==> config.mk <==
export PLATFORM = sky130hd
export DESIGN_NAME = narrow_16to8_sat_flat
export DESIGN_NICKNAME = d
export VERILOG_FILES = /design/src/rtl/narrow_16to8_sat_if.sv /design/src/rtl/narrow_16to8_sat.sv /design/src/flat_wrapper.sv
export SDC_FILE = /design/constraint.sdc
export NUM_CORES = 1
export LEC_CHECK = 0
export ABC_AREA = 1
export CAP_MARGIN = 10
export CORE_ASPECT_RATIO = 0.75
export CORE_MARGIN = 2
export CORE_UTILIZATION = 40
export CTS_CLUSTER_DIAMETER = 100
export DETAILED_ROUTE_END_ITERATION = 8
export GPL_TIMING_DRIVEN = 0
export PLACE_DENSITY_LB_ADDON = 0.15
export SLEW_MARGIN = 20
export SYNTH_ARGS = -nofsm -noshare
export SYNTH_HDL_FRONTEND = slang
export SYNTH_SLANG_ARGS = --single-unit
==> constraint.sdc <==
create_clock -name clk -period 2 [get_ports clk]
set_input_delay 0.4 -clock clk [delete_from_list [all_inputs] [get_ports clk]]
set_output_delay 0.4 -clock clk [all_outputs]
set_load 0.05 [all_outputs]
Fig. 1: clock wiring as the flow saved it
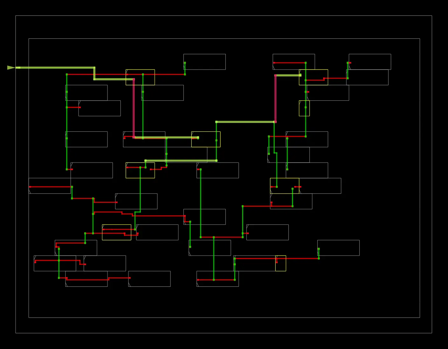
CTS Buf Count: 5
sequential cells: 32
clk sinks: 32
clk_lat worst skew: 0.28 ns
Clk power: 511 µW

Fig. 2: metal 3
Scale: 6 px per µm.
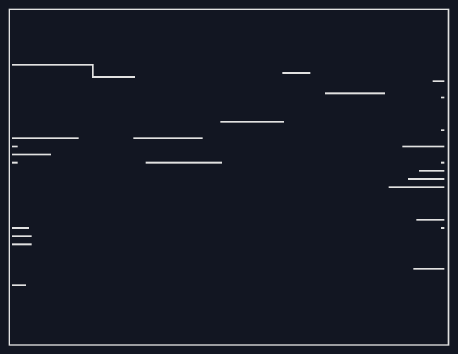
nets with wire on the layer	22
share of all routed wire	4.1%
wire length on this layer	136 µm
Vias: 1,428
routing usage on met3: 5.07%
final wirelength: 3330 µm

Fig. 3: logic cells by family
Scale: 4 px per µm.
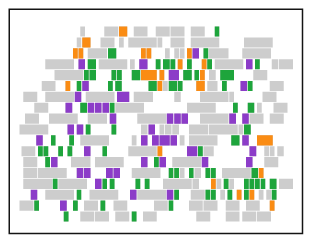
family	color	cells
aoi and oai cells	purple	45
nor cells	orange	22
nand cells	green	74
Non-Filler Instances: 293
most instantiated logic cell after routing: nand2_1
Comb/total area: 33.5%

==> impl_metrics.yaml <==
# physical design summary
timing:
  period_needed_ns: 1.89
  fin_worst_skew_ns: 0.00980
  setup_tns_ns: 0
  relSlewSlack_pct: 66.6
  tightest_slew_ns: 0.499
  period_used_pct: 94.6
  rsz0062_at_grt: "no"
logic_synthesis:
  ys_warn_count: 0
  syn_area_um2: 1430
  top_area_share_pct: 44.9
  yosys.area.top_type: "dfxtp_1"
  yosysChipArea_um2: 1430
  async_flop_share_pct: 0
  ys_seq_share_pct: 44.9
floorplan:
  core_area_um2: 3360
  core.rowCount: 18
  die_area_um2: 4060
  chipHeight_um: 55.7
worst_hold_path:
  hold_depth: 2
critical_path:
  crit_path_end_kind: "output port"
  worst_setup_path_start_kind: "flop"
  worstPathBufferInverterCount: 1
  max_stage_delay_ns: 0.83
  criticalPathCategory: "reg -> out"
  critPathSlowestCell: "clkdlybuf4s50_1"
  r2r_cells: 5
  path_cells: "clkdlybuf4s50_1"
cells_and_area:
  fin_area_um2: 1970
  final_cell_mix: "nand2_1 (58), clkdlybuf4s50_1 (40), dfxtp_1 (32), inv_1 (21)"
  final_nets: 275
  drive_gt1_share_pct: 11.5
power_and_ir_drop:
  power_frac_clock_pct: 35.7
  p_per_area_nw_per_um2: 724
clock_tree:
  cts_resized: 3
  ctsHtreeMaxLevel: 2
  cts_hold_buf: 0
outcome:
  status: "finished, final reports clean"
grt:
  grt_pass1_vias: 1273
  grt-ovfl-total: 0
  gr-usage-all-layers_pct: 17.5
placed_design:
  routabilityCongestion: 0.771
  dp.cells: 285
  placed_area_um2: 1890
drt:
  wl_met3_um: 136
  dr.pass1.iters: 4
-- layout make-up --
class,count,area (µm²)
multi-input combinational,142,662
timing repair buffer,41,405
sequential,32,641
inverter,23,86.3
buffer,7,37.5
tap,40,50.0
clock buffer,6,82.6
fill,341,1380
clock inverter,2,10.0
-- kinds of logic (layout without fill, tap and decap cells) --
family / Yosys count / count (layout) / synth area share, %
simple gates: 96 / 96 / 29.2
compound gates: 46 / 46 / 17.2
flops: 32 / 32 / 44.9
buf+inv: 30 / 79 / 8.68
-- through the flow --
stage / hold WS, ns / total power (µW)
floorplan: 0.421 / 832
global placement: 0.454 / 932
detailed placement: 0.458 / 934
CTS: 0.392 / 1440
global route: 0.408 / 1480
finish: 0.395 / 1430
Power figures rest on the tool's default switching activity, not on a simulated workload.
